==> run_1/metal_stack.png <==
Only two layers are drawn.
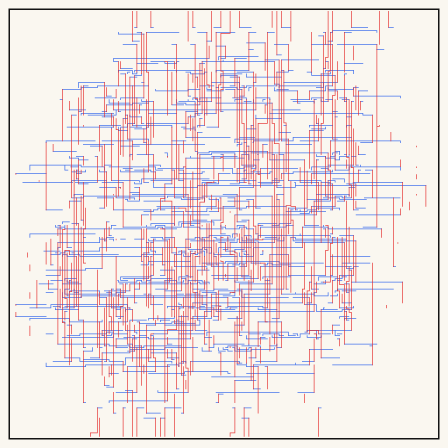
==> run_1/pdn.png <==
The bar under the picture is 20 um long. Pins as bars on the die edge. Tap cells in gray.
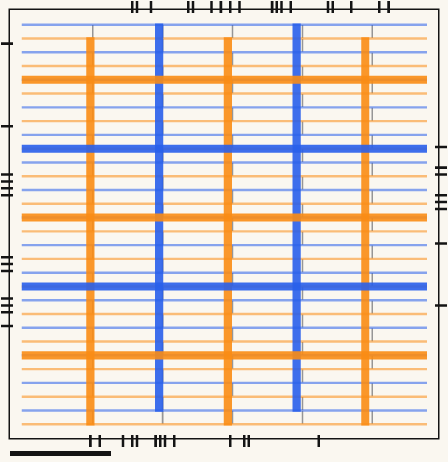
==> run_1/zoom.png <==
Region (51, 9) to (76, 34) um. Cells in gray, sequential cells in the stronger gray; small squares are vias.
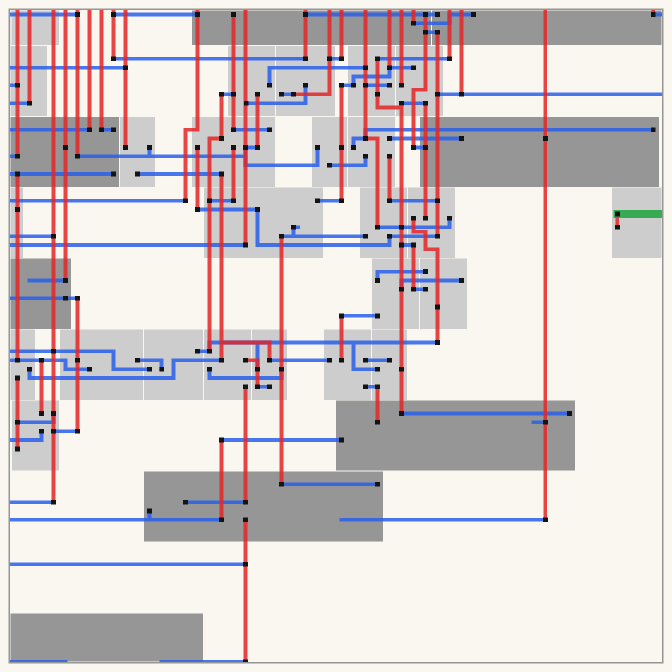
**src/rtl/change_dispenser_if.sv**
```systemverilog
// Change dispenser bus: request handshake from the vending controller, coin ejector
// handshake, and status/stock reporting.
interface change_dispenser_if;
    logic       change_valid;
    logic [7:0] change_amt;
    logic       change_ready;
    logic       refill;
    logic [2:0] coin_out;
    logic       coin_ack;
    logic       done;
    logic       short;
    logic       jam;
    logic [7:0] remaining;
    logic [7:0] stock_hi;
    logic [7:0] stock_mid;
    logic [7:0] stock_lo;

    modport master (
        output change_valid, change_amt, refill, coin_ack,
        input  change_ready, coin_out, done, short, jam, remaining,
        input  stock_hi, stock_mid, stock_lo
    );

    modport slave (
        input  change_valid, change_amt, refill, coin_ack,
        output change_ready, coin_out, done, short, jam, remaining,
        output stock_hi, stock_mid, stock_lo
    );
endinterface

```
**src/rtl/change_dispenser.sv**
```systemverilog
// Greedy change payout: ejects one coin at a time (largest stocked denomination that fits),
// tracks per-denomination stock and reports done, shortfall and ejector jam.
module change_dispenser #(
    parameter int unsigned DEN_HI      = 5,
    parameter int unsigned DEN_MID     = 2,
    parameter int unsigned DEN_LO      = 1,
    parameter logic [7:0]  STOCK_INIT  = 8'd20,
    parameter int unsigned ACK_TIMEOUT = 16
) (
    input  logic               clk,
    input  logic               rst_n,
    change_dispenser_if.slave  bus
);

    localparam int unsigned CntW = $clog2(ACK_TIMEOUT + 1);

    typedef enum logic [2:0] {StIdle, StSelect, StEject, StDone, StFail} state_e;

    state_e            state_q;
    logic              ready_q;
    logic [2:0]        coin_out_q;
    logic              done_q;
    logic              short_q;
    logic              jam_q;
    logic [7:0]        remaining_q;
    logic [7:0]        stock_hi_q;
    logic [7:0]        stock_mid_q;
    logic [7:0]        stock_lo_q;
    logic [CntW-1:0]   cnt_q;

    logic       fit_hi;
    logic       fit_mid;
    logic       fit_lo;
    logic [7:0] coin_val;

    assign fit_hi  = (stock_hi_q  != 8'd0) && (remaining_q >= 8'(DEN_HI));
    assign fit_mid = (stock_mid_q != 8'd0) && (remaining_q >= 8'(DEN_MID));
    assign fit_lo  = (stock_lo_q  != 8'd0) && (remaining_q >= 8'(DEN_LO));

    always_comb begin
        coin_val = 8'd0;
        unique case (coin_out_q)
            3'b100:  coin_val = 8'(DEN_HI);
            3'b010:  coin_val = 8'(DEN_MID);
            3'b001:  coin_val = 8'(DEN_LO);
            default: coin_val = 8'd0;
        endcase
    end

    always_ff @(posedge clk or negedge rst_n) begin
        if (!rst_n) begin
            state_q     <= StIdle;
            ready_q     <= 1'b1;
            coin_out_q  <= 3'b000;
            done_q      <= 1'b0;
            short_q     <= 1'b0;
            jam_q       <= 1'b0;
            remaining_q <= 8'd0;
            stock_hi_q  <= STOCK_INIT;
            stock_mid_q <= STOCK_INIT;
            stock_lo_q  <= STOCK_INIT;
            cnt_q       <= '0;
        end else begin
            done_q  <= 1'b0;
            short_q <= 1'b0;
            case (state_q)
                StIdle: begin
                    if (bus.refill) begin
                        stock_hi_q  <= STOCK_INIT;
                        stock_mid_q <= STOCK_INIT;
                        stock_lo_q  <= STOCK_INIT;
                        jam_q       <= 1'b0;
                    end
                    if (bus.change_valid && ready_q) begin
                        remaining_q <= bus.change_amt;
                        ready_q     <= 1'b0;
                        state_q     <= StSelect;
                    end
                end
                StSelect: begin
                    cnt_q <= '0;
                    if (remaining_q == 8'd0) begin
                        state_q <= StDone;
                    end else if (jam_q) begin
                        state_q <= StFail;
                    end else if (fit_hi) begin
                        coin_out_q <= 3'b100;
                        state_q    <= StEject;
                    end else if (fit_mid) begin
                        coin_out_q <= 3'b010;
                        state_q    <= StEject;
                    end else if (fit_lo) begin
                        coin_out_q <= 3'b001;
                        state_q    <= StEject;
                    end else begin
                        state_q <= StFail;
                    end
                end
                StEject: begin
                    if (bus.coin_ack) begin
                        remaining_q <= remaining_q - coin_val;
                        if (coin_out_q[2]) stock_hi_q  <= stock_hi_q  - 8'd1;
                        if (coin_out_q[1]) stock_mid_q <= stock_mid_q - 8'd1;
                        if (coin_out_q[0]) stock_lo_q  <= stock_lo_q  - 8'd1;
                        coin_out_q <= 3'b000;
                        cnt_q      <= '0;
                        state_q    <= StSelect;
                    end else if (cnt_q == CntW'(ACK_TIMEOUT - 1)) begin
                        // Coin never confirmed: leave stock and remaining untouched.
                        coin_out_q <= 3'b000;
                        jam_q      <= 1'b1;
                        cnt_q      <= '0;
                        state_q    <= StFail;
                    end else begin
                        cnt_q <= cnt_q + CntW'(1);
                    end
                end
                StDone: begin
                    done_q      <= 1'b1;
                    remaining_q <= 8'd0;
                    ready_q     <= 1'b1;
                    state_q     <= StIdle;
                end
                StFail: begin
                    short_q <= 1'b1;
                    ready_q <= 1'b1;
                    state_q <= StIdle;
                end
                default: begin
                    coin_out_q <= 3'b000;
                    ready_q    <= 1'b1;
                    state_q    <= StIdle;
                end
            endcase
        end
    end

    assign bus.change_ready = ready_q;
    assign bus.coin_out     = coin_out_q;
    assign bus.done         = done_q;
    assign bus.short        = short_q;
    assign bus.jam          = jam_q;
    assign bus.remaining    = remaining_q;
    assign bus.stock_hi     = stock_hi_q;
    assign bus.stock_mid    = stock_mid_q;
    assign bus.stock_lo     = stock_lo_q;

endmodule

```
**src/flat_wrapper.sv**
```systemverilog
// flat-port wrapper written by rule: the top's interface ports become plain ports
module change_dispenser_flat 
#(
    parameter int unsigned DEN_HI      = 5,
    parameter int unsigned DEN_MID     = 2,
    parameter int unsigned DEN_LO      = 1,
    parameter logic [7:0]  STOCK_INIT  = 8'd20,
    parameter int unsigned ACK_TIMEOUT = 16
)
  (clk, rst_n, bus_change_valid, bus_change_amt, bus_refill, bus_coin_ack, bus_change_ready, bus_coin_out, bus_done, bus_short, bus_jam, bus_remaining, bus_stock_hi, bus_stock_mid, bus_stock_lo);
  change_dispenser_if bus_i ();
  input  logic clk;
  input  logic rst_n;
  input wire logic [$bits(bus_i.change_valid)-1:0] bus_change_valid;
  input wire logic [$bits(bus_i.change_amt)-1:0] bus_change_amt;
  input wire logic [$bits(bus_i.refill)-1:0] bus_refill;
  input wire logic [$bits(bus_i.coin_ack)-1:0] bus_coin_ack;
  output wire logic [$bits(bus_i.change_ready)-1:0] bus_change_ready;
  output wire logic [$bits(bus_i.coin_out)-1:0] bus_coin_out;
  output wire logic [$bits(bus_i.done)-1:0] bus_done;
  output wire logic [$bits(bus_i.short)-1:0] bus_short;
  output wire logic [$bits(bus_i.jam)-1:0] bus_jam;
  output wire logic [$bits(bus_i.remaining)-1:0] bus_remaining;
  output wire logic [$bits(bus_i.stock_hi)-1:0] bus_stock_hi;
  output wire logic [$bits(bus_i.stock_mid)-1:0] bus_stock_mid;
  output wire logic [$bits(bus_i.stock_lo)-1:0] bus_stock_lo;
  assign bus_i.change_valid = bus_change_valid;
  assign bus_i.change_amt = bus_change_amt;
  assign bus_i.refill = bus_refill;
  assign bus_i.coin_ack = bus_coin_ack;
  assign bus_change_ready = bus_i.change_ready;
  assign bus_coin_out = bus_i.coin_out;
  assign bus_done = bus_i.done;
  assign bus_short = bus_i.short;
  assign bus_jam = bus_i.jam;
  assign bus_remaining = bus_i.remaining;
  assign bus_stock_hi = bus_i.stock_hi;
  assign bus_stock_mid = bus_i.stock_mid;
  assign bus_stock_lo = bus_i.stock_lo;
  change_dispenser #(.DEN_HI(DEN_HI), .DEN_MID(DEN_MID), .DEN_LO(DEN_LO), .STOCK_INIT(STOCK_INIT), .ACK_TIMEOUT(ACK_TIMEOUT)) u_core (.clk(clk), .rst_n(rst_n), .bus(bus_i));
endmodule
```
**config.mk**
```make
export PLATFORM = sky130hd
export DESIGN_NAME = change_dispenser_flat
export DESIGN_NICKNAME = d
export VERILOG_FILES = /design/src/rtl/change_dispenser_if.sv /design/src/rtl/change_dispenser.sv /design/src/flat_wrapper.sv
export SDC_FILE = /design/constraint.sdc
export NUM_CORES = 1
export LEC_CHECK = 0
export CORE_MARGIN = 2
export CORE_UTILIZATION = 43
export CTS_CLUSTER_SIZE = 16
export DETAILED_ROUTE_END_ITERATION = 8
export GPL_ROUTABILITY_DRIVEN = 1
export PLACE_DENSITY = 0.74
export SYNTH_ARGS = -nofsm -noshare
export SYNTH_HDL_FRONTEND = slang
export SYNTH_SLANG_ARGS = --single-unit
```
**constraint.sdc**
```tcl
create_clock -name clk -period 2.3 [get_ports clk]
set_input_delay 0.345 -clock clk [delete_from_list [all_inputs] [get_ports clk]]
set_output_delay 0.345 -clock clk [all_outputs]
set_load 0.03 [all_outputs]
```
==> impl_metrics.xml, run 1 <==
<?xml version="1.0" encoding="UTF-8"?>
<metrics>
  <group name="cts">
    <metric name="tritoncts.num_buffers" unit="">5</metric>
    <metric name="cts_sinks" unit="">47</metric>
    <metric name="cts_setup_buffers" unit="">0</metric>
    <metric name="clkSlewWorstSetupHoldPaths" unit="ns">0.09</metric>
    <metric name="hold_buffers_post_cts" unit="">0</metric>
    <metric name="tritoncts" unit="">yes</metric>
    <metric name="htree_levels" unit="">2</metric>
    <metric name="cts_buffer_depth" unit="">2</metric>
    <metric name="cts.root.buffer_cell" unit="">sky130_fd_sc_hd__clkbuf_8</metric>
    <metric name="post_cts_resize_count" unit="">0</metric>
  </group>
  <group name="power_and_ir_drop">
    <metric name="ir_worst_vdd" unit="uV">640</metric>
    <metric name="fin_total_pwr" unit="mW">4.41</metric>
  </group>
  <group name="critical_path">
    <metric name="timing.critical_path.to" unit="">u_core.bus.remaining[5]$_DFFE_PN0P_</metric>
    <metric name="crit_path_start_kind" unit="">flip-flop</metric>
    <metric name="critical_path_depth" unit="">7</metric>
    <metric name="timing.reg2reg.worst_path_depth" unit="">7</metric>
    <metric name="critical_path_buf_inv_count" unit="">1</metric>
    <metric name="timing.critical_path.arrival" unit="ns">2.23</metric>
    <metric name="timing.critical_path.max_delay_family" unit="">simple AND/OR/NAND/NOR gates</metric>
    <metric name="worst-endpoint-required" unit="ns">2.48</metric>
  </group>
  <group name="finish">
    <metric name="fin_area" unit="sq mm">0.00349</metric>
    <metric name="synthToLayoutAreaGrowth" unit="%">25.2</metric>
    <metric name="post_route_cells_drive_above_1_share" unit="%">10.7</metric>
    <metric name="lay_top_count" unit="">sky130_fd_sc_hd__clkdlybuf4s50_1</metric>
    <metric name="num-fill-cells" unit="">611</metric>
    <metric name="final_core_util" unit="%">55.3</metric>
    <metric name="antenna_diode_count" unit="">0</metric>
  </group>
  <group name="sta">
    <metric name="f_max" unit="MHz">487</metric>
    <metric name="setup_violations" unit="">0</metric>
    <metric name="post-route-min-period" unit="ns">2.05</metric>
    <metric name="slew-limit-headroom" unit="%">63.6</metric>
    <metric name="postLayoutSetupSlackWorst" unit="ns">0.247</metric>
    <metric name="final_max_slew_viol_count" unit="">0</metric>
    <metric name="hold_ws" unit="ns">0.0151</metric>
  </group>
  <group name="grt">
    <metric name="use_met2" unit="%">31.8</metric>
    <metric name="grt_pass1_vias" unit="">2427</metric>
    <metric name="wire_length_of_the_first_global_routing_pass" unit="mm">11.4</metric>
    <metric name="grt_start_max_net_pins" unit="">27</metric>
    <metric name="grt.met3_usage" unit="%">4.82</metric>
    <metric name="grt_met1_use" unit="%">25.4</metric>
  </group>
  <group name="logic_synthesis">
    <metric name="enable_flop_cells" unit="">0</metric>
    <metric name="mappedNetlistNets" unit="">320</metric>
    <metric name="ys.warnings.count" unit="">0</metric>
    <metric name="synth_flop_count" unit="">47</metric>
    <metric name="cell_area_leaders" unit="">sky130_fd_sc_hd__dfrtp_1 36%, sky130_fd_sc_hd__dfstp_2 6.6%, sky130_fd_sc_hd__nand2_1 4.7%, sky130_fd_sc_hd__nor2_1 4.7%, sky130_fd_sc_hd__xor2_1 4.4%</metric>
    <metric name="synth.largest_area_cell" unit="">sky130_fd_sc_hd__dfrtp_1</metric>
    <metric name="synth_top_area_share" unit="%">35.9</metric>
    <metric name="syn_inst" unit="">297</metric>
    <metric name="yosys-stat-area" unit="sq mm">0.00279</metric>
    <metric name="mappedNetlistArea" unit="sq mm">0.00279</metric>
  </group>
  <group name="route">
    <metric name="top_signal_layer_used" unit="">met4</metric>
    <metric name="post_drt_via_cell_ratio" unit="">5.55</metric>
    <metric name="detailed_routing_wirelength_on_met1" unit="mm">3.01</metric>
    <metric name="postRouteAntennaNets" unit="">0</metric>
    <metric name="met2WireLength" unit="mm">3.29</metric>
  </group>
  <group name="die">
    <metric name="die_area" unit="sq mm">0.00714</metric>
    <metric name="fp_rows" unit="">29</metric>
    <metric name="core_area" unit="sq mm">0.00631</metric>
  </group>
  <group name="outcome">
    <metric name="status" unit="">complete, no violations</metric>
  </group>
  <group name="worst_hold_path">
    <metric name="hp-class" unit="">primary input to async pin</metric>
  </group>
  <group name="placement">
    <metric name="numPlacedInstances" unit="">424</metric>
  </group>
</metrics>
Notes on metal_stack.png above:
Key: met1 = blue [wire length 3,010 um]; met2 = red [wire length 3,290 um]
final wirelength: 6.74 mm
final routed wire length divided by cell count: 15.6 um
total routing resource utilization after global routing: 19.4%
number of vias after detailed routing: 2,397

Notes on pdn.png above:
Key: VDD = blue; VSS = orange
77 tap cells. 5 straps on met5. 5 straps on met4.
horizontal die dimension: 84.5 um
die height: 84.5 um

Notes on zoom.png above:
Key: met3 = green; met2 = red; met1 = blue
Most frequent: nand2_1 (4), o21ai_0 (4), dfrtp_1 (4). 26 logic cells have their middle in the window. Netlist names of flops here include `u_core.cnt_q` (3), `u_core.bus.short` (1). Sequential cells in the window: 4.

run 1: state kept, by name, indices dropped and copies added (netlist names), 3 cells and up:
| signal | cells |
|---|---|
| u_core.state_q | 3 |
| u_core.bus.remaining | 8 |
| u_core.bus.coin_out | 3 |
| u_core.bus.stock_mid | 8 |
| u_core.bus.stock_hi | 8 |
| u_core.bus.stock_lo | 8 |
| u_core.cnt_q | 5 |
run 1: final cells by class:
cell class / instances / area [sq um] / share of cell area, %
Inverter: 12 / 45.0 / 1.29
Sequential cell: 47 / 1180 / 34.0
Clock buffer: 6 / 72.6 / 2.08
Tap cell: 77 / 96.3 / 2.76
Timing Repair Buffer: 57 / 563 / 16.1
Clock inverter: 2 / 12.5 / 0.359
Multi-Input combinational cell: 231 / 1510 / 43.4
run 1: synthesized netlist by cell type (all sizes together), types with 2 or more instances:
master,count
xor2,14
nor2b,3
a32oi,2
a31oi,3
nand2b,5
nand4b,4
and2,3
nand4,3
buf,4
inv,11
nor3,8
xnor2,7
a211oi,4
a221oi,4
or3,5
and3,6
and4bb,3
dfstp,7
nand2,35
dfrtp,40
o21ai,24
nor4,5
a21o,2
nand3,19
clkbuf,3
ha,9
o31ai,2
nor2,35
a21oi,15
run 1: kinds of logic (layout without fill, tap and decap cells):
group / count (synthesis) / count (layout) / share of synthesized area (%)
fa+ha+maj: 10 / 10 / 4.76
compound gates: 64 / 64 / 16.5
buf+inv: 19 / 77 / 3.28
simple gates: 136 / 136 / 26.4
flops: 47 / 47 / 42.5
xor+xnor: 21 / 21 / 6.60
run 1: where the power goes:
part | switching, mW | leakage, nW | internal, mW
sequential | 0.380 | 0.608 | 1.09
clock | 0.284 | 0.0412 | 0.213
combinational | 1.44 | 0.791 | 0.998
==> run 2: changes to the inputs <==
--- a/config.mk
+++ b/config.mk
@@ -10,6 +10,7 @@
 export CTS_CLUSTER_SIZE = 16
 export DETAILED_ROUTE_END_ITERATION = 8
 export GPL_ROUTABILITY_DRIVEN = 1
+export GPL_TIMING_DRIVEN = 1
 export PLACE_DENSITY = 0.74
 export SYNTH_ARGS = -nofsm -noshare
 export SYNTH_HDL_FRONTEND = slang
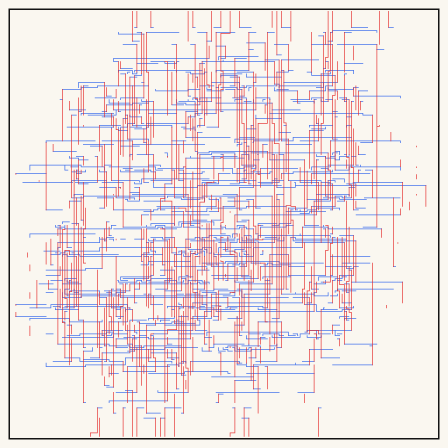
(run_2/metal_stack.png)
Only two layers are drawn.
Key: met1 = blue [wire length 3,010 um]; met2 = red [wire length 3,290 um]

==> impl_metrics.xml, run 2 <==
<?xml version="1.0" encoding="UTF-8"?>
<metrics>
  <group name="grt">
    <metric name="grt_met1_use" unit="%">25.4</metric>
    <metric name="grt_pass1_vias" unit="">2427</metric>
    <metric name="wire_length_of_the_first_global_routing_pass" unit="mm">11.4</metric>
    <metric name="use_met2" unit="%">31.8</metric>
    <metric name="grt_util_all_layers" unit="%">19.4</metric>
    <metric name="grt.met3_usage" unit="%">4.82</metric>
  </group>
  <group name="route">
    <metric name="met2WireLength" unit="mm">3.29</metric>
    <metric name="post_drt_via_cell_ratio" unit="">5.55</metric>
    <metric name="routed-via-count" unit="">2397</metric>
    <metric name="detailed_routing_wirelength_on_met1" unit="mm">3.01</metric>
    <metric name="top_signal_layer_used" unit="">met4</metric>
    <metric name="route.final.wire_length" unit="mm">6.74</metric>
    <metric name="drt-wirelength-per-cell" unit="um">15.6</metric>
  </group>
  <group name="logic_synthesis">
    <metric name="mappedNetlistArea" unit="sq mm">0.00279</metric>
    <metric name="syn_inst" unit="">297</metric>
    <metric name="synth_top_area_share" unit="%">35.9</metric>
    <metric name="mappedNetlistNets" unit="">320</metric>
    <metric name="enable_flop_cells" unit="">0</metric>
    <metric name="synth.largest_area_cell" unit="">sky130_fd_sc_hd__dfrtp_1</metric>
    <metric name="cell_area_leaders" unit="">sky130_fd_sc_hd__dfrtp_1 36%, sky130_fd_sc_hd__dfstp_2 6.6%, sky130_fd_sc_hd__nand2_1 4.7%, sky130_fd_sc_hd__nor2_1 4.7%, sky130_fd_sc_hd__xor2_1 4.4%</metric>
    <metric name="post-synth-top-count-cell" unit="">sky130_fd_sc_hd__dfrtp_1</metric>
    <metric name="yosys-stat-area" unit="sq mm">0.00279</metric>
    <metric name="ys.warnings.count" unit="">0</metric>
    <metric name="netlist_top_cells_count" unit="">40 x sky130_fd_sc_hd__dfrtp_1, 35 x sky130_fd_sc_hd__nand2_1, 35 x sky130_fd_sc_hd__nor2_1</metric>
  </group>
  <group name="finish">
    <metric name="seq_area_share" unit="%">34.0</metric>
    <metric name="numSequentialCells" unit="">47</metric>
    <metric name="nonClockInverterCount" unit="">12</metric>
    <metric name="biggest_cell_category_by_area_in_the_final_layout" unit="">logic gates</metric>
    <metric name="final-nonclk-buf-share" unit="%">16.1</metric>
    <metric name="synthToLayoutAreaGrowth" unit="%">25.2</metric>
    <metric name="num-fill-cells" unit="">611</metric>
    <metric name="buffers_excl_clock" unit="">57</metric>
    <metric name="final_core_util" unit="%">55.3</metric>
    <metric name="lay_top_count" unit="">sky130_fd_sc_hd__clkdlybuf4s50_1</metric>
    <metric name="post_route_cells_drive_above_1_share" unit="%">10.7</metric>
    <metric name="combGateArea" unit="sq mm">0.00151</metric>
    <metric name="antenna_diode_count" unit="">0</metric>
    <metric name="clockNetworkAreaShare" unit="%">2.44</metric>
    <metric name="comb_area_share" unit="%">43.4</metric>
    <metric name="n_clock_buffer" unit="">6</metric>
  </group>
  <group name="cts">
    <metric name="tritoncts" unit="">yes</metric>
    <metric name="post_cts_resize_count" unit="">0</metric>
    <metric name="cts_buffer_depth" unit="">2</metric>
    <metric name="hold_buffers_post_cts" unit="">0</metric>
    <metric name="htree_levels" unit="">2</metric>
    <metric name="clk-insertion-delay-late" unit="ns">0.30</metric>
    <metric name="cts.root.buffer_cell" unit="">sky130_fd_sc_hd__clkbuf_8</metric>
    <metric name="clkSlewWorstSetupHoldPaths" unit="ns">0.09</metric>
  </group>
  <group name="die">
    <metric name="die_area" unit="sq mm">0.00714</metric>
    <metric name="core_area" unit="sq mm">0.00631</metric>
    <metric name="chipWidth" unit="um">84.5</metric>
    <metric name="die_height" unit="um">84.5</metric>
    <metric name="fp_rows" unit="">29</metric>
  </group>
  <group name="critical_path">
    <metric name="worst-path-max-fanout" unit="">6</metric>
    <metric name="crit_path_start_kind" unit="">flip-flop</metric>
    <metric name="critical_path_buf_inv_count" unit="">1</metric>
    <metric name="timing.critical_path.max_delay_family" unit="">simple AND/OR/NAND/NOR gates</metric>
    <metric name="timing.critical_path.arrival" unit="ns">2.23</metric>
  </group>
  <group name="sta">
    <metric name="hold_ws" unit="ns">0.0151</metric>
    <metric name="post-route-min-period" unit="ns">2.05</metric>
    <metric name="final_max_slew_viol_count" unit="">0</metric>
    <metric name="slew-limit-headroom" unit="%">63.6</metric>
    <metric name="f_max" unit="MHz">487</metric>
    <metric name="setup_violations" unit="">0</metric>
  </group>
  <group name="worst_hold_path">
    <metric name="hp-class" unit="">primary input to async pin</metric>
  </group>
  <group name="power_and_ir_drop">
    <metric name="ir_worst_vdd" unit="uV">640</metric>
  </group>
  <group name="outcome">
    <metric name="status" unit="">complete, no violations</metric>
  </group>
  <group name="placement">
    <metric name="numPlacedInstances" unit="">424</metric>
  </group>
</metrics>
-- run 2: logic make-up after synthesis --
kind of cell | Yosys count | share of synthesized area, %
AOI/OAI and AO/OA | 64 | 16.5
buffers and inverters | 19 | 3.28
and+or+nand+nor | 136 | 26.4
adders and majority gates | 10 | 4.76
xor gates and xnor gates | 21 | 6.60
DFF | 47 | 42.5
-- run 2: worst paths after layout --
path	from	endpoint	cells after the start
min in group clk	u_core.cnt_q[4]$_DFFE_PN0N_	u_core.cnt_q[4]$_DFFE_PN0N_	1
worst max-delay path	u_core.bus.coin_out[1]$_DFFE_PN0P_	u_core.bus.remaining[5]$_DFFE_PN0P_	7
worst min-delay path	rst_n	u_core.bus.stock_hi[7]$_DFFE_PN0P_	1
worst max register to register	u_core.bus.coin_out[1]$_DFFE_PN0P_	u_core.bus.remaining[5]$_DFFE_PN0P_	7
worst min register to register	u_core.cnt_q[4]$_DFFE_PN0N_	u_core.cnt_q[4]$_DFFE_PN0N_	1
max in group asynchronous	rst_n	u_core.bus.stock_lo[4]$_DFFE_PN1P_	2
-- run 2: metrics by stage --
step / instance area (sq um) / total power [mW] / setup slack (ns)
after floorplan: 2790 / 3.06 / 0.209
after global placement: 3400 / 3.84 / 0.174
after detailed placement: 3400 / 3.89 / 0.122
after CTS: 3480 / 4.40 / 0.175
after global routing: 3490 / 4.72 / 0.0848
final: 3490 / 4.41 / 0.247
-- run 2: power breakdown --
| group | total, mW | switching (mW) | internal, mW | leakage [nW] |
|---|---|---|---|---|
| combinational | 2.44 | 1.44 | 0.998 | 0.791 |
| sequential | 1.47 | 0.380 | 1.09 | 0.608 |
| clock | 0.497 | 0.284 | 0.213 | 0.0412 |
==> run 3: changes to the inputs <==
--- a/config.mk
+++ b/config.mk
@@ -11,7 +11,8 @@
 export DETAILED_ROUTE_END_ITERATION = 8
 export GPL_ROUTABILITY_DRIVEN = 1
 export GPL_TIMING_DRIVEN = 1
-export PLACE_DENSITY = 0.74
+export PLACE_DENSITY = 0.69
 export SYNTH_ARGS = -nofsm -noshare
 export SYNTH_HDL_FRONTEND = slang
 export SYNTH_SLANG_ARGS = --single-unit
+export TNS_END_PERCENT = 50
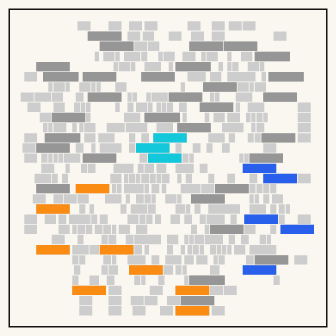
(run_3/registers.png)
Other sequential cells in the stronger gray, the rest of the logic in the fainter gray.
Key: `u_core.cnt_q` = blue [sequential cells 5]; `u_core.bus.coin_out` = cyan [sequential cells 3]; `u_core.bus.remaining` = orange [sequential cells 8]
power in sequential cells: 1.47 mW
final core occ: 55.3%
Reg area: 0.00118 sq mm

==> impl_metrics.xml, run 3 <==
<?xml version="1.0" encoding="UTF-8"?>
<metrics>
  <group name="outcome">
    <metric name="status" unit="">complete, no violations</metric>
  </group>
  <group name="sta">
    <metric name="grt_setup_unrepaired" unit="">false</metric>
    <metric name="final_max_slew_viol_count" unit="">0</metric>
    <metric name="setup_violations" unit="">0</metric>
    <metric name="post-route-min-period" unit="ns">2.14</metric>
    <metric name="hold_viol" unit="">0</metric>
    <metric name="fin_worst_skew" unit="ns">0.00289</metric>
    <metric name="postLayoutSetupSlackWorst" unit="ns">0.156</metric>
    <metric name="worst_slew_pin_slew" unit="ns">0.606</metric>
    <metric name="hold_ws" unit="ns">0.0363</metric>
    <metric name="f_max" unit="MHz">467</metric>
    <metric name="slew-limit-headroom" unit="%">59.6</metric>
    <metric name="setup-tns-final" unit="ns">0</metric>
    <metric name="layout_worst_path_cycle_share" unit="%">93.2</metric>
  </group>
  <group name="placement">
    <metric name="dp_hpwl" unit="mm">4.86</metric>
    <metric name="gpl_congestion" unit="">0.909</metric>
    <metric name="placed_area" unit="sq mm">0.00339</metric>
    <metric name="numPlacedInstances" unit="">423</metric>
    <metric name="io_buffer_count" unit="">51</metric>
    <metric name="dp_slack" unit="ns">0.105</metric>
  </group>
  <group name="finish">
    <metric name="antenna_diode_count" unit="">0</metric>
    <metric name="post_layout_nonfiller_instances" unit="">431</metric>
    <metric name="lay_top_count" unit="">sky130_fd_sc_hd__clkdlybuf4s50_1</metric>
    <metric name="design.final.nets" unit="">376</metric>
    <metric name="synthToLayoutAreaGrowth" unit="%">25.3</metric>
    <metric name="fin_area" unit="sq mm">0.00349</metric>
    <metric name="post_route_cells_drive_above_1_share" unit="%">10.5</metric>
    <metric name="final_layout_top_logic_cells" unit="">50 x sky130_fd_sc_hd__clkdlybuf4s50_1, 40 x sky130_fd_sc_hd__dfrtp_1, 35 x sky130_fd_sc_hd__nor2_1, 35 x sky130_fd_sc_hd__nand2_1, 20 x sky130_fd_sc_hd__o21ai_0</metric>
  </group>
  <group name="cts">
    <metric name="cts.root.buffer_cell" unit="">sky130_fd_sc_hd__clkbuf_8</metric>
    <metric name="clk-insertion-delay-late" unit="ns">0.31</metric>
    <metric name="tritoncts.num_buffers" unit="">5</metric>
    <metric name="tritoncts" unit="">yes</metric>
    <metric name="cts_sinks" unit="">47</metric>
    <metric name="cts_buffer_depth" unit="">2</metric>
    <metric name="htree_levels" unit="">2</metric>
    <metric name="cts_setup_buffers" unit="">0</metric>
    <metric name="clkSlewWorstSetupHoldPaths" unit="ns">0.09</metric>
    <metric name="hold_buffers_post_cts" unit="">0</metric>
  </group>
  <group name="critical_path">
    <metric name="reg2reg_slack" unit="ns">0.16</metric>
    <metric name="max_stage_delay" unit="ns">0.47</metric>
    <metric name="timing.rr.start" unit="">u_core.bus.coin_out[0]$_DFFE_PN0P_</metric>
    <metric name="timing.critical_path.to" unit="">u_core.bus.remaining[4]$_DFFE_PN0P_</metric>
    <metric name="timing.reg2reg.worst_path_depth" unit="">9</metric>
    <metric name="crit_path_end_kind" unit="">flip-flop</metric>
    <metric name="worst-endpoint-required" unit="ns">2.48</metric>
    <metric name="timing.critical_path.arrival" unit="ns">2.33</metric>
    <metric name="timing.critical_path.from" unit="">u_core.bus.coin_out[0]$_DFFE_PN0P_</metric>
    <metric name="worst-path-max-fanout" unit="">5</metric>
    <metric name="terminus_of_the_critical_flop_to_flop_path" unit="">u_core.bus.remaining[4]$_DFFE_PN0P_</metric>
    <metric name="max_stage_delay_cell_worst_path" unit="">sky130_fd_sc_hd__dfrtp_1</metric>
    <metric name="path_class" unit="">flip-flop to flip-flop</metric>
    <metric name="crit_path_start_kind" unit="">flip-flop</metric>
    <metric name="path_cells" unit="">xnor2_1 &gt; nor2_1 &gt; ha_1 &gt; inv_1 &gt; fa_1 &gt; a21oi_2 &gt; nand2b_1 &gt; a21o_1 &gt; o2bb2ai_1</metric>
  </group>
  <group name="power_and_ir_drop">
    <metric name="fin_total_pwr" unit="mW">4.40</metric>
    <metric name="power_density" unit="mW/mm^2">1260</metric>
    <metric name="power.static_leakage" unit="nW">1.44</metric>
    <metric name="ir_worst_vdd" unit="uV">541</metric>
  </group>
  <group name="run">
    <metric name="drv_cap" unit="">0</metric>
    <metric name="warnings" unit="">28</metric>
  </group>
  <group name="logic_synthesis">
    <metric name="synth_flop_count" unit="">47</metric>
    <metric name="enable_flop_cells" unit="">0</metric>
    <metric name="postSynth.topFlopCell" unit="">sky130_fd_sc_hd__dfrtp_1</metric>
    <metric name="post-synth-top-count-cell" unit="">sky130_fd_sc_hd__dfrtp_1</metric>
    <metric name="yosys-stat-area" unit="sq mm">0.00279</metric>
    <metric name="ys_seq_share" unit="%">42.5</metric>
    <metric name="post_synthesis_cell_type_count" unit="">53</metric>
    <metric name="synth_top_area_share" unit="%">35.9</metric>
    <metric name="yosysCellCount" unit="">297</metric>
    <metric name="mappedNetlistArea" unit="sq mm">0.00279</metric>
    <metric name="synth.largest_area_cell" unit="">sky130_fd_sc_hd__dfrtp_1</metric>
    <metric name="cell_area_leaders" unit="">sky130_fd_sc_hd__dfrtp_1 36%, sky130_fd_sc_hd__dfstp_2 6.6%, sky130_fd_sc_hd__nand2_1 4.7%, sky130_fd_sc_hd__nor2_1 4.7%, sky130_fd_sc_hd__xor2_1 4.4%</metric>
    <metric name="ys.warnings.count" unit="">0</metric>
    <metric name="syn_inst" unit="">297</metric>
    <metric name="mappedNetlistNets" unit="">320</metric>
    <metric name="netlist_top_cells_count" unit="">40 x sky130_fd_sc_hd__dfrtp_1, 35 x sky130_fd_sc_hd__nand2_1, 35 x sky130_fd_sc_hd__nor2_1</metric>
    <metric name="synth_async_sr_flop_share" unit="%">100</metric>
    <metric name="synth.avg_cell_area" unit="sq um">9.38</metric>
  </group>
  <group name="grt">
    <metric name="grt_util_all_layers" unit="%">19.6</metric>
    <metric name="grt_start_max_net_pins" unit="">25</metric>
    <metric name="grt_pass1_vias" unit="">2385</metric>
    <metric name="wire_length_of_the_first_global_routing_pass" unit="mm">11.4</metric>
    <metric name="initial_antenna_violation_count" unit="">0</metric>
    <metric name="grt_overflow" unit="">0</metric>
  </group>
  <group name="route">
    <metric name="post-route-drc-count" unit="">0</metric>
    <metric name="drt-pass1-iter-count" unit="">4</metric>
    <metric name="drt-wirelength-per-cell" unit="um">15.2</metric>
    <metric name="routed-via-count" unit="">2408</metric>
    <metric name="post_drt_via_cell_ratio" unit="">5.59</metric>
    <metric name="postRouteAntennaNets" unit="">0</metric>
    <metric name="route.final.wire_length" unit="mm">6.57</metric>
    <metric name="dr.first_iter.drc_count" unit="">139</metric>
  </group>
  <group name="die">
    <metric name="die_area" unit="sq mm">0.00714</metric>
    <metric name="core_util_floorplan" unit="%">44.1</metric>
    <metric name="floorplan.io_pins" unit="">52</metric>
    <metric name="core_area" unit="sq mm">0.00631</metric>
    <metric name="fp_rows" unit="">29</metric>
    <metric name="die_height" unit="um">84.5</metric>
    <metric name="chipWidth" unit="um">84.5</metric>
  </group>
  <group name="worst_hold_path">
    <metric name="hp-class" unit="">primary input to async pin</metric>
  </group>
</metrics>
run 3: cell count changes in the layout (fill, tap and decap cells not counted), sizes merged:
cell,change
clkinvlp,-1
buf,-1
clkbuf,+1
run 3: timing repair:
item / CTS / global route
resized: 0 / 2
endpoints found under the hold margin: 0 / 0
endpoints found under the setup margin: 0 / 3
run 3: report_power, final:
part           internal (mW)  switching, mW
clock                  0.247          0.290
combinational          0.979           1.41
sequential              1.09          0.378
run 3: area by class of cell:
| type | count | area, sq um |
|---|---|---|
| Tap cell | 77 | 96.3 |
| Clock inverter | 1 | 8.76 |
| Fill cell | 586 | 2820 |
| Inverter | 12 | 45.0 |
| Sequential cell | 47 | 1180 |
| Timing Repair Buffer | 56 | 556 |
| Multi-Input combinational cell | 231 | 1510 |
| Clock buffer | 7 | 86.3 |
run 3: worst max-delay path, delay by kind of cell (launching register included):
kind	cells	cell delay (ns)
DFF	1	0.47
and+or+nand+nor	2	0.21
xor gates and xnor gates	1	0.16
adders and majority gates	2	0.60
buffers and inverters	1	0.06
AOI/OAI and AO/OA	3	0.53
run 3: cell families (layout without fill, tap and decap cells):
family	count (synthesis)	after routing	synth area share (%)
flops	47	47	42.5
simple gates	136	136	26.4
compound gates	64	64	16.5
xor+xnor	21	21	6.60
fa+ha+maj	10	10	4.76
buf+inv	19	76	3.28
run 3: routing by layer:
metal | share of wire (%) | GRT usage, % | vias to the layer above
li1 | - | - | 1175
met1 | 48 | 27.0 | 1176
met2 | 47 | 31.8 | 50
met3 | 4.2 | 3.83 | 7
met4 | 1.2 | 5.48 | 0
met5 | 0 | 0 | -
Power figures rest on the tool's default switching activity, not on a simulated workload.
